[config.mk]
export PLATFORM = sky130hd
export DESIGN_NAME = hazard_ctrl_flat
export DESIGN_NICKNAME = d
export VERILOG_FILES = /design/src/rtl/hazard_ctrl_pkg.sv /design/src/rtl/hazard_ctrl_if.sv /design/src/rtl/hazard_ctrl_md_busy_counter.sv /design/src/rtl/hazard_ctrl.sv /design/src/flat_wrapper.sv
export SDC_FILE = /design/constraint.sdc
export NUM_CORES = 1
export LEC_CHECK = 0
export CORE_MARGIN = 2
export CORE_UTILIZATION = 37
export DETAILED_ROUTE_END_ITERATION = 6
export GPL_TIMING_DRIVEN = 1
export HOLD_SLACK_MARGIN = 0.12
export PLACE_DENSITY = 0.85
export SYNTH_ARGS = -nofsm -noshare
export SYNTH_HDL_FRONTEND = slang
export SYNTH_SLANG_ARGS = --single-unit
[constraint.sdc]
create_clock -name clk -period 3.3 [get_ports clk]
set_clock_uncertainty 0.15 [all_clocks]
set_input_delay 0.495 -clock clk [delete_from_list [all_inputs] [get_ports clk]]
set_output_delay 0.495 -clock clk [all_outputs]
set_load 0.01 [all_outputs]
[src/rtl/hazard_ctrl_pkg.sv]
// pipe_ctrl_pkg: constants shared by the hazard controller, its mult/div
// busy counter, its interface and benches.
//   TUSE_NONE    - d_tuse_* encoding for "operand not used"
//   MULT_CYC_DEF - default mult/multu busy cycles after issue
//   DIV_CYC_DEF  - default div/divu busy cycles after issue
//   MD_CNT_W     - width of the mult/div remaining-cycle counter
package pipe_ctrl_pkg;
  localparam logic [1:0] TUSE_NONE    = 2'd3;
  localparam int         MULT_CYC_DEF = 5;
  localparam int         DIV_CYC_DEF  = 10;
  localparam int         MD_CNT_W     = 4;

  typedef logic [4:0] reg_idx_t;
  typedef logic [1:0] stage_t;
endpackage

[src/rtl/hazard_ctrl_if.sv]
// hazard_ctrl_if: signal bundle between the pipeline (master) and the
// hazard controller (slave).
//   master drives: D-stage sources/tuse/md/eret, E/M destination/tnew/
//                  mtc0-EPC flags, md_start/md_is_div, irq_req
//   slave drives:  stall, bubble_e, flush_all, eret_flush, md_go,
//                  md_busy, md_cnt
interface hazard_ctrl_if import pipe_ctrl_pkg::*; ();
  reg_idx_t              d_rs, d_rt;
  stage_t                d_tuse_rs, d_tuse_rt;
  logic                  d_md, d_eret;
  reg_idx_t              e_wa, m_wa;
  stage_t                e_tnew, m_tnew;
  logic                  e_mtc0_epc, m_mtc0_epc;
  logic                  md_start, md_is_div;
  logic                  irq_req;
  logic                  stall, bubble_e, flush_all, eret_flush;
  logic                  md_go, md_busy;
  logic [MD_CNT_W-1:0]   md_cnt;

  modport master (
    output d_rs, d_rt, d_tuse_rs, d_tuse_rt, d_md, d_eret,
           e_wa, m_wa, e_tnew, m_tnew, e_mtc0_epc, m_mtc0_epc,
           md_start, md_is_div, irq_req,
    input  stall, bubble_e, flush_all, eret_flush, md_go, md_busy, md_cnt
  );

  modport slave (
    input  d_rs, d_rt, d_tuse_rs, d_tuse_rt, d_md, d_eret,
           e_wa, m_wa, e_tnew, m_tnew, e_mtc0_epc, m_mtc0_epc,
           md_start, md_is_div, irq_req,
    output stall, bubble_e, flush_all, eret_flush, md_go, md_busy, md_cnt
  );
endinterface

[src/rtl/hazard_ctrl_md_busy_counter.sv]
// md_busy_counter: remaining-cycle counter for the multiply/divide unit.
//   clk, reset (sync, active-high)
//   load    - qualified issue (md_go); loads DIV_CYC or MULT_CYC
//   is_div  - selects the divide latency on load
//   cnt     - remaining busy cycles, decrements to 0 and holds there
//   busy    - cnt != 0 or an issue this cycle
module md_busy_counter import pipe_ctrl_pkg::*; #(
  parameter int MULT_CYC = MULT_CYC_DEF,
  parameter int DIV_CYC  = DIV_CYC_DEF
) (
  input  logic                clk,
  input  logic                reset,
  input  logic                load,
  input  logic                is_div,
  output logic [MD_CNT_W-1:0] cnt,
  output logic                busy
);
  localparam logic [MD_CNT_W-1:0] MULT_LD = MD_CNT_W'(MULT_CYC);
  localparam logic [MD_CNT_W-1:0] DIV_LD  = MD_CNT_W'(DIV_CYC);

  // Reset beats load; a load while still counting simply restarts the
  // count with the newer operation's latency.
  always_ff @(posedge clk) begin
    if (reset)
      cnt <= '0;
    else if (load)
      cnt <= is_div ? DIV_LD : MULT_LD;
    else if (cnt != '0)
      cnt <= cnt - MD_CNT_W'(1);
  end

  assign busy = ((cnt != '0) || load) && !reset;
endmodule

[src/rtl/hazard_ctrl.sv]
// hazard_ctrl: stall/flush decisions for a 5-stage MIPS-style pipeline.
//   clk, reset (sync, active-high)
//   hif (slave) - D/E/M hazard info and mult/div issue in; stall,
//                 bubble_e, flush_all, eret_flush, md_go, md_busy,
//                 md_cnt out
// All outputs except md_cnt are combinational from inputs and md_cnt.
module hazard_ctrl import pipe_ctrl_pkg::*; #(
  parameter int MULT_CYC = MULT_CYC_DEF,
  parameter int DIV_CYC  = DIV_CYC_DEF
) (
  input  logic         clk,
  input  logic         reset,
  hazard_ctrl_if.slave hif
);
  logic                md_go;
  logic [MD_CNT_W-1:0] md_cnt;
  logic                md_busy;
  logic                data_hz, epc_hz, md_hz, stall;

  // A producer still tnew cycles away blocks a consumer needing the value
  // in fewer cycles; $0 never hazards and tuse=3 never beats any tnew.
  function automatic logic raw_hz(reg_idx_t src, stage_t tuse,
                                  reg_idx_t wa, stage_t tnew);
    return (src != '0) && (src == wa) && (tuse < tnew);
  endfunction

  // A flushed mult/div must not start the unit.
  assign md_go = hif.md_start && !hif.irq_req && !reset;

  md_busy_counter #(
    .MULT_CYC (MULT_CYC),
    .DIV_CYC  (DIV_CYC)
  ) u_md_cnt (
    .clk    (clk),
    .reset  (reset),
    .load   (md_go),
    .is_div (hif.md_is_div),
    .cnt    (md_cnt),
    .busy   (md_busy)
  );

  always_comb begin
    data_hz = raw_hz(hif.d_rs, hif.d_tuse_rs, hif.e_wa, hif.e_tnew) ||
              raw_hz(hif.d_rs, hif.d_tuse_rs, hif.m_wa, hif.m_tnew) ||
              raw_hz(hif.d_rt, hif.d_tuse_rt, hif.e_wa, hif.e_tnew) ||
              raw_hz(hif.d_rt, hif.d_tuse_rt, hif.m_wa, hif.m_tnew);
    epc_hz  = hif.d_eret && (hif.e_mtc0_epc || hif.m_mtc0_epc);
    md_hz   = hif.d_md && ((md_cnt != '0) || md_go);
    // Interrupt flush overrides any stall.
    stall   = (data_hz || epc_hz || md_hz) && !hif.irq_req && !reset;
  end

  assign hif.stall      = stall;
  assign hif.bubble_e   = stall;
  assign hif.flush_all  = hif.irq_req && !reset;
  assign hif.eret_flush = hif.d_eret && !stall && !hif.irq_req && !reset;
  assign hif.md_go      = md_go;
  assign hif.md_busy    = md_busy;
  assign hif.md_cnt     = md_cnt;
endmodule

[src/flat_wrapper.sv]
// flat-port wrapper written by rule: the top's interface ports become plain ports
module hazard_ctrl_flat import pipe_ctrl_pkg::*;
#(
  parameter int MULT_CYC = MULT_CYC_DEF,
  parameter int DIV_CYC  = DIV_CYC_DEF
)
  (clk, reset, hif_d_rs, hif_d_rt, hif_d_tuse_rs, hif_d_tuse_rt, hif_d_md, hif_d_eret, hif_e_wa, hif_m_wa, hif_e_tnew, hif_m_tnew, hif_e_mtc0_epc, hif_m_mtc0_epc, hif_md_start, hif_md_is_div, hif_irq_req, hif_stall, hif_bubble_e, hif_flush_all, hif_eret_flush, hif_md_go, hif_md_busy, hif_md_cnt);
  hazard_ctrl_if hif_i ();
  input  logic clk;
  input  logic reset;
  input wire logic [$bits(hif_i.d_rs)-1:0] hif_d_rs;
  input wire logic [$bits(hif_i.d_rt)-1:0] hif_d_rt;
  input wire logic [$bits(hif_i.d_tuse_rs)-1:0] hif_d_tuse_rs;
  input wire logic [$bits(hif_i.d_tuse_rt)-1:0] hif_d_tuse_rt;
  input wire logic [$bits(hif_i.d_md)-1:0] hif_d_md;
  input wire logic [$bits(hif_i.d_eret)-1:0] hif_d_eret;
  input wire logic [$bits(hif_i.e_wa)-1:0] hif_e_wa;
  input wire logic [$bits(hif_i.m_wa)-1:0] hif_m_wa;
  input wire logic [$bits(hif_i.e_tnew)-1:0] hif_e_tnew;
  input wire logic [$bits(hif_i.m_tnew)-1:0] hif_m_tnew;
  input wire logic [$bits(hif_i.e_mtc0_epc)-1:0] hif_e_mtc0_epc;
  input wire logic [$bits(hif_i.m_mtc0_epc)-1:0] hif_m_mtc0_epc;
  input wire logic [$bits(hif_i.md_start)-1:0] hif_md_start;
  input wire logic [$bits(hif_i.md_is_div)-1:0] hif_md_is_div;
  input wire logic [$bits(hif_i.irq_req)-1:0] hif_irq_req;
  output wire logic [$bits(hif_i.stall)-1:0] hif_stall;
  output wire logic [$bits(hif_i.bubble_e)-1:0] hif_bubble_e;
  output wire logic [$bits(hif_i.flush_all)-1:0] hif_flush_all;
  output wire logic [$bits(hif_i.eret_flush)-1:0] hif_eret_flush;
  output wire logic [$bits(hif_i.md_go)-1:0] hif_md_go;
  output wire logic [$bits(hif_i.md_busy)-1:0] hif_md_busy;
  output wire logic [$bits(hif_i.md_cnt)-1:0] hif_md_cnt;
  assign hif_i.d_rs = hif_d_rs;
  assign hif_i.d_rt = hif_d_rt;
  assign hif_i.d_tuse_rs = hif_d_tuse_rs;
  assign hif_i.d_tuse_rt = hif_d_tuse_rt;
  assign hif_i.d_md = hif_d_md;
  assign hif_i.d_eret = hif_d_eret;
  assign hif_i.e_wa = hif_e_wa;
  assign hif_i.m_wa = hif_m_wa;
  assign hif_i.e_tnew = hif_e_tnew;
  assign hif_i.m_tnew = hif_m_tnew;
  assign hif_i.e_mtc0_epc = hif_e_mtc0_epc;
  assign hif_i.m_mtc0_epc = hif_m_mtc0_epc;
  assign hif_i.md_start = hif_md_start;
  assign hif_i.md_is_div = hif_md_is_div;
  assign hif_i.irq_req = hif_irq_req;
  assign hif_stall = hif_i.stall;
  assign hif_bubble_e = hif_i.bubble_e;
  assign hif_flush_all = hif_i.flush_all;
  assign hif_eret_flush = hif_i.eret_flush;
  assign hif_md_go = hif_i.md_go;
  assign hif_md_busy = hif_i.md_busy;
  assign hif_md_cnt = hif_i.md_cnt;
  hazard_ctrl #(.MULT_CYC(MULT_CYC), .DIV_CYC(DIV_CYC)) u_core (.clk(clk), .reset(reset), .hif(hif_i));
endmodule
Run 1, congestion heat map:
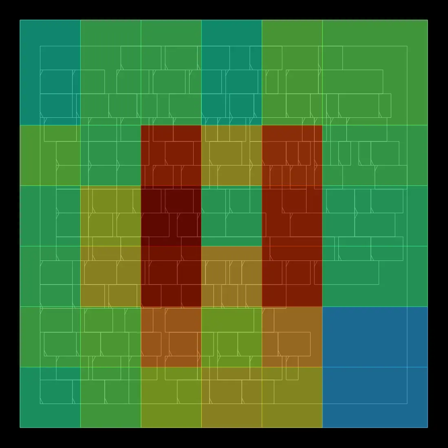
GRT met3 Usage: 1.96%
met2 Use GR: 42.8%

Run 1, pin map:
Pins as bars across the die edge, other pins in grey.
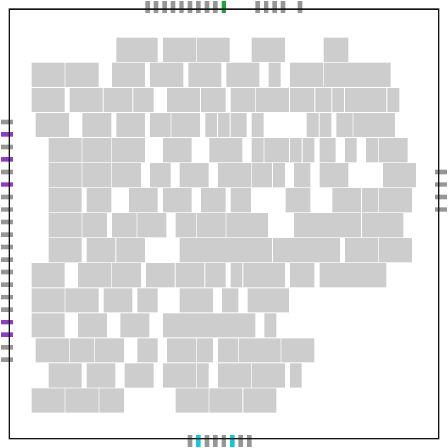
| port | colour | pins | direction | edge |
|---|---|---|---|---|
| hif_e_tnew | cyan | 2 | input | south |
| hif_md_start | green | 1 | input | north |
| hif_e_wa | purple | 5 | input | west |
count of buffers inserted at the top-level ports: 46
Vert. Die Dim: 46.5 um
die boundary width: 46.5 um

Run 1, placed cells, one colour a class:
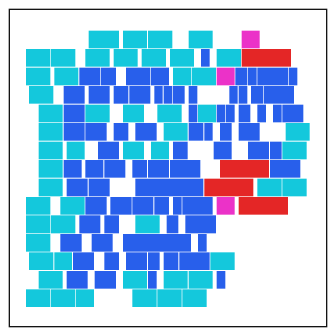
| class | colour | cells | share of their area |
|---|---|---|---|
| cells driving clock nets | magenta | 3 | 1.9% |
| all other logic | blue | 76 | 49% |
| flops | red | 4 | 6.7% |
| other buffers and delay cells | cyan | 52 | 43% |

==> run_summary.xml, run 1 <==
<?xml version="1.0" encoding="UTF-8"?>
<metrics>
  <group name="run_status">
    <metric name="run_status" unit="">finished, final reports clean</metric>
  </group>
  <group name="sta">
    <metric name="rsz0062_at_grt" unit="">no</metric>
    <metric name="max_slew_margin" unit="%">76.5</metric>
    <metric name="finalSetupViolCount" unit="">0</metric>
    <metric name="post-route-period-util" unit="%">98.2</metric>
    <metric name="finalHoldViolations" unit="">0</metric>
    <metric name="post-route-min-period" unit="ps">3240</metric>
    <metric name="timing.fmax" unit="MHz">308</metric>
    <metric name="finalMaxSlewViolations" unit="">0</metric>
    <metric name="timing_worst_slew_pin_value" unit="ps">349</metric>
    <metric name="fin_ws" unit="ps">58.0</metric>
  </group>
  <group name="clock_tree">
    <metric name="postCtsSetupRepairBufs" unit="">0</metric>
    <metric name="cts_tree" unit="">built</metric>
    <metric name="clk_pin_slew_worst_setup_hold_paths" unit="ps">30</metric>
    <metric name="clock_insertion_delay_worst_skew" unit="ps">240</metric>
    <metric name="clock-sinks" unit="">4</metric>
    <metric name="cts-htree-levels" unit="">1</metric>
    <metric name="maximum_root_to_sink_buffer_count" unit="">2</metric>
    <metric name="cts_buffers" unit="">3</metric>
    <metric name="root_buffer" unit="">sky130_fd_sc_hd__clkbuf_4</metric>
  </group>
  <group name="synthesis">
    <metric name="synth.avg_cell_area" unit="um^2">8.25</metric>
    <metric name="number_of_standard_cells_reported_by_yosys" unit="">81</metric>
    <metric name="asr_flop_ratio_synth" unit="%">0</metric>
    <metric name="syn_nets" unit="">124</metric>
    <metric name="synth.distinct_cells" unit="">23</metric>
    <metric name="top_cells_by_area" unit="">sky130_fd_sc_hd__xnor2_1 16%, sky130_fd_sc_hd__xor2_1 14%, sky130_fd_sc_hd__dfxtp_1 12%</metric>
    <metric name="ys.warnings.count" unit="">0</metric>
    <metric name="yosysTopAreaCellShare" unit="%">15.7</metric>
    <metric name="edf_count" unit="">0</metric>
    <metric name="post-synth-top-area-cell" unit="">sky130_fd_sc_hd__xnor2_1</metric>
    <metric name="syn-instance-count" unit="">81</metric>
    <metric name="yosys.stat.seqShare" unit="%">12.0</metric>
    <metric name="synth.cells.most_frequent" unit="">12 x sky130_fd_sc_hd__xnor2_1, 11 x sky130_fd_sc_hd__xor2_1, 8 x sky130_fd_sc_hd__inv_1</metric>
    <metric name="yosys.stat.chipArea" unit="um^2">668</metric>
    <metric name="ys.flop_type" unit="">sky130_fd_sc_hd__dfxtp_1</metric>
    <metric name="numSynthFlops" unit="">4</metric>
    <metric name="post-synth-top-count-cell" unit="">sky130_fd_sc_hd__xnor2_1</metric>
    <metric name="mappedNetlistArea" unit="um^2">668</metric>
  </group>
  <group name="pwr">
    <metric name="vdd_ir_drop_max" unit="V">0.000200</metric>
    <metric name="power_leakage" unit="nW">0.505</metric>
    <metric name="power_density" unit="mW/mm^2">353</metric>
  </group>
  <group name="cells_and_area">
    <metric name="num-nets-final" unit="">180</metric>
    <metric name="largest_registers" unit="">u_core.u_md_cnt.cnt (4)</metric>
    <metric name="diodes" unit="">0</metric>
    <metric name="largest_register" unit="">u_core.u_md_cnt.cnt</metric>
    <metric name="finish.cell_count_without_fillers" unit="">160</metric>
    <metric name="largest_register_ff_count" unit="">4</metric>
    <metric name="layout-area-overhead-vs-synth" unit="%">82.6</metric>
    <metric name="final_core_util" unit="%">71.4</metric>
    <metric name="layout-drive-gt1-share" unit="%">8.89</metric>
  </group>
  <group name="place">
    <metric name="dp_cells" unit="">157</metric>
    <metric name="dpl.hpwl" unit="mm">1.79</metric>
    <metric name="weighted_congestion_at_the_end_of_routability_driven_global_placement" unit="">0.909</metric>
    <metric name="detailedPlace.worstSlack" unit="ps">-223</metric>
  </group>
  <group name="worst_setup_path">
    <metric name="critPathCapture" unit="">hif_bubble_e</metric>
    <metric name="required" unit="ps">2650</metric>
    <metric name="critical_path.reg2reg.endpoint" unit="">u_core.u_md_cnt.cnt[1]</metric>
    <metric name="crit_cells" unit="">8</metric>
    <metric name="crit_path_max_fanout" unit="">2</metric>
    <metric name="setup.reg_to_reg.worst_slack" unit="ps">1840</metric>
    <metric name="critPathLaunch" unit="">hif_e_tnew[1]</metric>
    <metric name="critical_path.endpoint_type" unit="">output pin</metric>
    <metric name="cpLargestDelayFamily" unit="">buffers and inverters</metric>
    <metric name="critical_path_start_type" unit="">input pin</metric>
    <metric name="worst-r2r-cell-count" unit="">7</metric>
    <metric name="critical_path.reg2reg.startpoint" unit="">u_core.u_md_cnt.cnt[0]</metric>
    <metric name="crit_slowest_cell" unit="">sky130_fd_sc_hd__clkdlybuf4s50_1</metric>
    <metric name="critical_path_arrival" unit="ps">2600</metric>
    <metric name="slowest_delay" unit="ps">450</metric>
    <metric name="timing.critical_path.cells" unit="">clkdlybuf4s50_1 -&gt; inv_1 -&gt; ha_1 -&gt; nor4_1 -&gt; nand4_1 -&gt; o2bb2ai_1 -&gt; a311oi_1 -&gt; dlygate4sd2_1</metric>
    <metric name="critical_path.n_buffers_inverters" unit="">3</metric>
    <metric name="critical_path_class" unit="">in2out</metric>
  </group>
  <group name="global_route">
    <metric name="grt_pass1_vias" unit="">827</metric>
    <metric name="grt-ovfl-total" unit="">0</metric>
    <metric name="grt_first_pass_wirelength" unit="mm">3.17</metric>
    <metric name="grt_max_degree" unit="">6</metric>
    <metric name="number_of_antenna_violations_at_the_first_check_in_global_routing" unit="">0</metric>
    <metric name="grt_util_all_layers" unit="%">20.5</metric>
  </group>
  <group name="drt">
    <metric name="ant_nets" unit="">0</metric>
    <metric name="first_pass_iters" unit="">4</metric>
    <metric name="vias" unit="">791</metric>
    <metric name="drt-initial-drc-count" unit="">1</metric>
    <metric name="routed_via_density" unit="">4.94</metric>
    <metric name="drt-wirelength-per-cell" unit="um">12.0</metric>
    <metric name="drc" unit="">0</metric>
  </group>
  <group name="flow_run">
    <metric name="drv.max_cap_violation_count" unit="">0</metric>
    <metric name="stage_log_warnings" unit="">27</metric>
  </group>
  <group name="die">
    <metric name="fp.dieArea" unit="mm^2">0.00216</metric>
    <metric name="core_area" unit="mm^2">0.00171</metric>
    <metric name="placement_rows" unit="">15</metric>
    <metric name="top_level_ports" unit="">47</metric>
    <metric name="floorplan.core_util" unit="%">39.1</metric>
  </group>
  <group name="worst_hold_path">
    <metric name="min_path_type" unit="">reg2reg</metric>
    <metric name="hold_crit_start" unit="">u_core.u_md_cnt.cnt[3]</metric>
  </group>
</metrics>
==> run 1: worst reg2reg max path: cells and delay by family (launching register included) <==
| family | cells | cell delay, ps |
|---|---|---|
| and+or+nand+nor | 3 | 440 |
| AOI/OAI and AO/OA | 2 | 240 |
| adders and majority gates | 1 | 140 |
| DFF | 1 | 330 |
| buffers and inverters | 1 | 90 |
==> run 1: worst min-delay path by stage <==
stage / end / slack (ps) / cells past startpoint
2_1_floorplan: u_core.u_md_cnt.cnt[1] / 410 / 1
3_3_place_gp: u_core.u_md_cnt.cnt[1] / 460 / 4
3_5_place_dp: u_core.u_md_cnt.cnt[3] / 440 / 2
4_1_cts: u_core.u_md_cnt.cnt[3] / 460 / 2
5_1_grt: u_core.u_md_cnt.cnt[3] / 480 / 2
6_report: u_core.u_md_cnt.cnt[3] / 460 / 2
==> run 1: layout make-up <==
type / count / area (um^2)
Clock buffer: 3 / 22.5
Inverter: 8 / 30.0
Sequential cell: 4 / 80.1
Timing Repair Buffer: 52 / 505
Fill cell: 135 / 488
Multi-Input combinational cell: 68 / 551
Tap cell: 25 / 31.3
==> run 1: cell usage in the layout, fill, tap and decap left out, types with 4 or more instances in the layout <==
cell / count
sky130_fd_sc_hd__ha_1: 6
sky130_fd_sc_hd__dfxtp_1: 4
sky130_fd_sc_hd__buf_4: 6
sky130_fd_sc_hd__xor2_1: 11
sky130_fd_sc_hd__nand4_1: 4
sky130_fd_sc_hd__nand2_1: 6
sky130_fd_sc_hd__inv_1: 8
sky130_fd_sc_hd__nor2_1: 4
sky130_fd_sc_hd__xnor2_1: 12
sky130_fd_sc_hd__o21ai_0: 4
sky130_fd_sc_hd__clkdlybuf4s50_1: 43
==> run 1: timing repair <==
action,CTS,global route
hold buffers,0,0
resized,2,1
endpoints found under the setup margin,2,1
hold endpoints to repair,0,0
cloned,0,0
pin swaps,0,0
==> run 1: logic make-up (layout without fill, tap and decap cells) <==
family | after synthesis | count (layout) | synth area share (%)
flops | 4 | 4 | 12.0
simple gates | 25 | 25 | 21.3
fa+ha+maj | 6 | 6 | 11.2
buf+inv | 9 | 63 | 5.62
compound gates | 14 | 14 | 19.7
xor+xnor | 23 | 23 | 30.1
==> run 1: metrics by stage <==
| stage | power (W) | hold slack, ps | instance area (um^2) | TNS [ps] |
|---|---|---|---|---|
| after floorplan | 0.000240 | 414 | 668 | 0 |
| after global placement | 0.000364 | 456 | 1200 | -252 |
| after detailed placement | 0.000371 | 444 | 1200 | -439 |
| after CTS | 0.000436 | 462 | 1220 | 0 |
| after global routing | 0.000474 | 479 | 1220 | 0 |
| final | 0.000431 | 460 | 1220 | 0 |
==> run 1: power by group <==
part           switching (W)  internal, W  leakage [nW]
Sequential         0.0000185    0.0000666        0.0332
Clock              0.0000218    0.0000408        0.0138
Combinational       0.000121     0.000162         0.458
==> run 1: layer usage <==
layer / up-vias / track usage, % / share of wire (%)
met4: 0 / 10.3 / 3.0
met3: 7 / 1.96 / 4.8
met1: 357 / 18.8 / 34
met5: - / 0 / 0
li1: 394 / - / -
met2: 33 / 42.8 / 58
==> run 1 -> run 2 <==
--- a/config.mk
+++ b/config.mk
@@ -8,6 +8,7 @@
 export CORE_MARGIN = 2
 export CORE_UTILIZATION = 37
 export DETAILED_ROUTE_END_ITERATION = 6
+export GPL_ROUTABILITY_DRIVEN = 0
 export GPL_TIMING_DRIVEN = 1
 export HOLD_SLACK_MARGIN = 0.12
 export PLACE_DENSITY = 0.85
==> run 2 against run 1 <==
  * Synthesized cell count unchanged
  * Sequential share of layout area unchanged
  * Hold slack unchanged
==> run_summary.xml, run 2 <==
<?xml version="1.0" encoding="UTF-8"?>
<metrics>
  <group name="clock_tree">
    <metric name="cts-htree-levels" unit="">1</metric>
    <metric name="postCtsSetupRepairBufs" unit="">0</metric>
    <metric name="maximum_root_to_sink_buffer_count" unit="">2</metric>
    <metric name="root_buffer" unit="">sky130_fd_sc_hd__clkbuf_4</metric>
    <metric name="clock-sinks" unit="">4</metric>
    <metric name="cts_tree" unit="">built</metric>
    <metric name="clk_pin_slew_worst_setup_hold_paths" unit="ps">30</metric>
    <metric name="cts_buffers" unit="">3</metric>
  </group>
  <group name="synthesis">
    <metric name="yosys.stat.chipArea" unit="um^2">668</metric>
    <metric name="ys.warnings.count" unit="">0</metric>
    <metric name="number_of_standard_cells_reported_by_yosys" unit="">81</metric>
    <metric name="syn-instance-count" unit="">81</metric>
    <metric name="synth.distinct_cells" unit="">23</metric>
    <metric name="post-synth-top-count-cell" unit="">sky130_fd_sc_hd__xnor2_1</metric>
    <metric name="asr_flop_ratio_synth" unit="%">0</metric>
    <metric name="synth.cells.most_frequent" unit="">12 x sky130_fd_sc_hd__xnor2_1, 11 x sky130_fd_sc_hd__xor2_1, 8 x sky130_fd_sc_hd__inv_1</metric>
    <metric name="yosysTopAreaCellShare" unit="%">15.7</metric>
    <metric name="yosys.stat.seqShare" unit="%">12.0</metric>
    <metric name="numSynthFlops" unit="">4</metric>
    <metric name="edf_count" unit="">0</metric>
    <metric name="ys.flop_type" unit="">sky130_fd_sc_hd__dfxtp_1</metric>
    <metric name="mappedNetlistArea" unit="um^2">668</metric>
    <metric name="synth.avg_cell_area" unit="um^2">8.25</metric>
    <metric name="post-synth-top-area-cell" unit="">sky130_fd_sc_hd__xnor2_1</metric>
    <metric name="top_cells_by_area" unit="">sky130_fd_sc_hd__xnor2_1 16%, sky130_fd_sc_hd__xor2_1 14%, sky130_fd_sc_hd__dfxtp_1 12%</metric>
    <metric name="syn_nets" unit="">124</metric>
  </group>
  <group name="drt">
    <metric name="drc" unit="">0</metric>
    <metric name="first_pass_iters" unit="">4</metric>
    <metric name="routed_via_density" unit="">4.94</metric>
    <metric name="drt-initial-drc-count" unit="">1</metric>
    <metric name="totalWireLength" unit="mm">1.92</metric>
    <metric name="drt-wirelength-per-cell" unit="um">12.0</metric>
    <metric name="ant_nets" unit="">0</metric>
    <metric name="wl_met1" unit="um">653</metric>
    <metric name="dr.max_layer_used" unit="">met4</metric>
    <metric name="met2WireLength" unit="mm">1.12</metric>
    <metric name="vias" unit="">791</metric>
    <metric name="wl_met3" unit="um">93</metric>
  </group>
  <group name="pwr">
    <metric name="p_switching" unit="W">0.000161</metric>
    <metric name="vdd_ir_drop_max" unit="V">0.000200</metric>
    <metric name="comb_power_share" unit="%">65.7</metric>
    <metric name="sequentialPowerShare" unit="%">19.7</metric>
    <metric name="internal_power" unit="W">0.000270</metric>
    <metric name="power_density" unit="mW/mm^2">353</metric>
    <metric name="power_leakage" unit="nW">0.505</metric>
    <metric name="netSwitchingFraction" unit="%">37.4</metric>
  </group>
  <group name="sta">
    <metric name="post-route-min-period" unit="ps">3240</metric>
    <metric name="finalHoldViolations" unit="">0</metric>
    <metric name="max_slew_margin" unit="%">76.5</metric>
    <metric name="final.setup.tns" unit="ps">0</metric>
    <metric name="rsz0062_at_grt" unit="">no</metric>
    <metric name="timing_worst_slew_pin_value" unit="ps">349</metric>
    <metric name="post-route-period-util" unit="%">98.2</metric>
    <metric name="finalMaxSlewViolations" unit="">0</metric>
    <metric name="timing.fmax" unit="MHz">308</metric>
    <metric name="finalSetupViolCount" unit="">0</metric>
    <metric name="fin_worst_hold_slack" unit="ps">460</metric>
  </group>
  <group name="die">
    <metric name="fp.dieArea" unit="mm^2">0.00216</metric>
    <metric name="die.size.x" unit="um">46.5</metric>
    <metric name="placement_rows" unit="">15</metric>
    <metric name="top_level_ports" unit="">47</metric>
    <metric name="floorplan.core_util" unit="%">39.1</metric>
    <metric name="floorplan.die.height" unit="um">46.5</metric>
    <metric name="core_area" unit="mm^2">0.00171</metric>
  </group>
  <group name="flow_run">
    <metric name="stage_log_warnings" unit="">27</metric>
    <metric name="drv.max_cap_violation_count" unit="">0</metric>
  </group>
  <group name="place">
    <metric name="dpl.hpwl" unit="mm">1.79</metric>
    <metric name="placed_area" unit="mm^2">0.00120</metric>
    <metric name="numPortBuffers" unit="">46</metric>
  </group>
  <group name="global_route">
    <metric name="grt_util_all_layers" unit="%">20.5</metric>
    <metric name="grt_pass1_vias" unit="">827</metric>
    <metric name="grt_first_pass_wirelength" unit="mm">3.17</metric>
    <metric name="number_of_antenna_violations_at_the_first_check_in_global_routing" unit="">0</metric>
    <metric name="grt_max_degree" unit="">6</metric>
    <metric name="grt-ovfl-total" unit="">0</metric>
  </group>
  <group name="cells_and_area">
    <metric name="area.sequential" unit="um^2">80.1</metric>
    <metric name="lay_top_cells" unit="">43 x sky130_fd_sc_hd__clkdlybuf4s50_1, 12 x sky130_fd_sc_hd__xnor2_1, 11 x sky130_fd_sc_hd__xor2_1, 8 x sky130_fd_sc_hd__inv_1</metric>
    <metric name="layout-drive-gt1-share" unit="%">8.89</metric>
    <metric name="num-nets-final" unit="">180</metric>
    <metric name="largest_registers" unit="">u_core.u_md_cnt.cnt (4)</metric>
    <metric name="largest_register" unit="">u_core.u_md_cnt.cnt</metric>
    <metric name="layout-area-overhead-vs-synth" unit="%">82.6</metric>
    <metric name="mostFrequentLayoutCell" unit="">sky130_fd_sc_hd__clkdlybuf4s50_1</metric>
    <metric name="diodes" unit="">0</metric>
    <metric name="final_core_util" unit="%">71.4</metric>
    <metric name="final_area" unit="mm^2">0.00122</metric>
    <metric name="largest_register_ff_count" unit="">4</metric>
    <metric name="filler_cell_count" unit="">135</metric>
    <metric name="multi_input_comb_area" unit="um^2">551</metric>
  </group>
  <group name="worst_setup_path">
    <metric name="critical_path_start_type" unit="">input pin</metric>
    <metric name="critical_path_arrival" unit="ps">2600</metric>
    <metric name="required" unit="ps">2650</metric>
    <metric name="crit_path_max_fanout" unit="">2</metric>
    <metric name="critical_path_class" unit="">in2out</metric>
    <metric name="critical_path.endpoint_type" unit="">output pin</metric>
  </group>
  <group name="run_status">
    <metric name="run_status" unit="">finished, final reports clean</metric>
  </group>
  <group name="worst_hold_path">
    <metric name="min_path_type" unit="">reg2reg</metric>
  </group>
</metrics>
run 2: cell families (layout without fill, tap and decap cells):
kind of cell	Yosys count	count (layout)	synth area share [%]
buffers and inverters	9	63	5.62
AND/OR/NAND/NOR	25	25	21.3
flip-flops	4	4	12.0
adder cells (fa/ha/maj)	6	6	11.2
XOR/XNOR	23	23	30.1
AND-OR/OR-AND	14	14	19.7
run 2: area by class of cell:
class | instances | area share, %
Multi-Input combinational cell | 68 | 45.1
Timing Repair Buffer | 52 | 41.4
Clock buffer | 3 | 1.85
Sequential cell | 4 | 6.56
Tap cell | 25 | 2.56
Inverter | 8 | 2.46
run 2: critical path: stages:
cell and delay (ps):
sky130_fd_sc_hd__clkdlybuf4s50_1 450, sky130_fd_sc_hd__inv_1 60, sky130_fd_sc_hd__ha_1 210, sky130_fd_sc_hd__nor4_1 370, sky130_fd_sc_hd__nand4_1 150, sky130_fd_sc_hd__o2bb2ai_1 180, sky130_fd_sc_hd__a311oi_1 340, sky130_fd_sc_hd__dlygate4sd2_1 330
run 2: stage by stage:
step | power (W) | setup slack [ps] | std cells
after detailed placement | 0.000371 | -223 | 157
after global placement | 0.000364 | -127 | 157
final | 0.000431 | 58.0 | 160
after global routing | 0.000474 | 34.9 | 160
after CTS | 0.000436 | 21.5 | 160
after floorplan | 0.000240 | 657 | 81
run 2: worst paths after layout:
kind	from	endpoint	slack, ps	cells past startpoint
worst max register to register	u_core.u_md_cnt.cnt[0]	u_core.u_md_cnt.cnt[1]	1840	7
worst max-delay path	hif_e_tnew[1]	hif_bubble_e	60	8
worst min register to register	u_core.u_md_cnt.cnt[3]	u_core.u_md_cnt.cnt[3]	460	2
worst min-delay path	u_core.u_md_cnt.cnt[3]	u_core.u_md_cnt.cnt[3]	460	2
run 2: power by group through the flow:
stage	sequential [W]	clock [W]	combinational [W]
2_1_floorplan	0.0000923	0	0.000148
3_3_place_gp	0.0000854	0	0.000279
3_5_place_dp	0.0000862	0	0.000284
4_1_cts	0.0000855	0.0000645	0.000286
5_1_grt	0.0000874	0.0000676	0.000319
6_report	0.0000851	0.0000626	0.000283
run 2: what timing repair did:
action,in CTS,in global routing
hold buffers,0,0
endpoints found under the hold margin,0,0
gates resized,2,1
setup endpoints to repair,2,1
run 2: metal layers:
metal / up-vias / GRT usage, %
li1: 394 / -
met1: 357 / 18.8
met2: 33 / 42.8
met3: 7 / 1.96
met4: 0 / 10.3
met5: - / 0
Run 2, clock wires, drivers and flops:
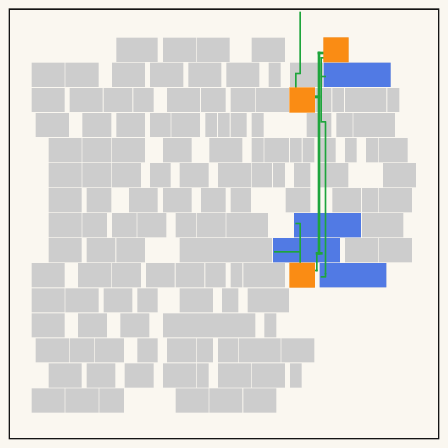
[cells driving clock nets] orange | count: 3
[clock wires] green | length: 75.2 um
[flip-flops] blue | count: 4
flops lie: east
Clock net power: 0.0000626 W
source-to-sink clock delay at the later pin of the worst-skew pair: 240 ps
share of total power in the clock network: 14.5%

Power and IR drop assume default switching activity.
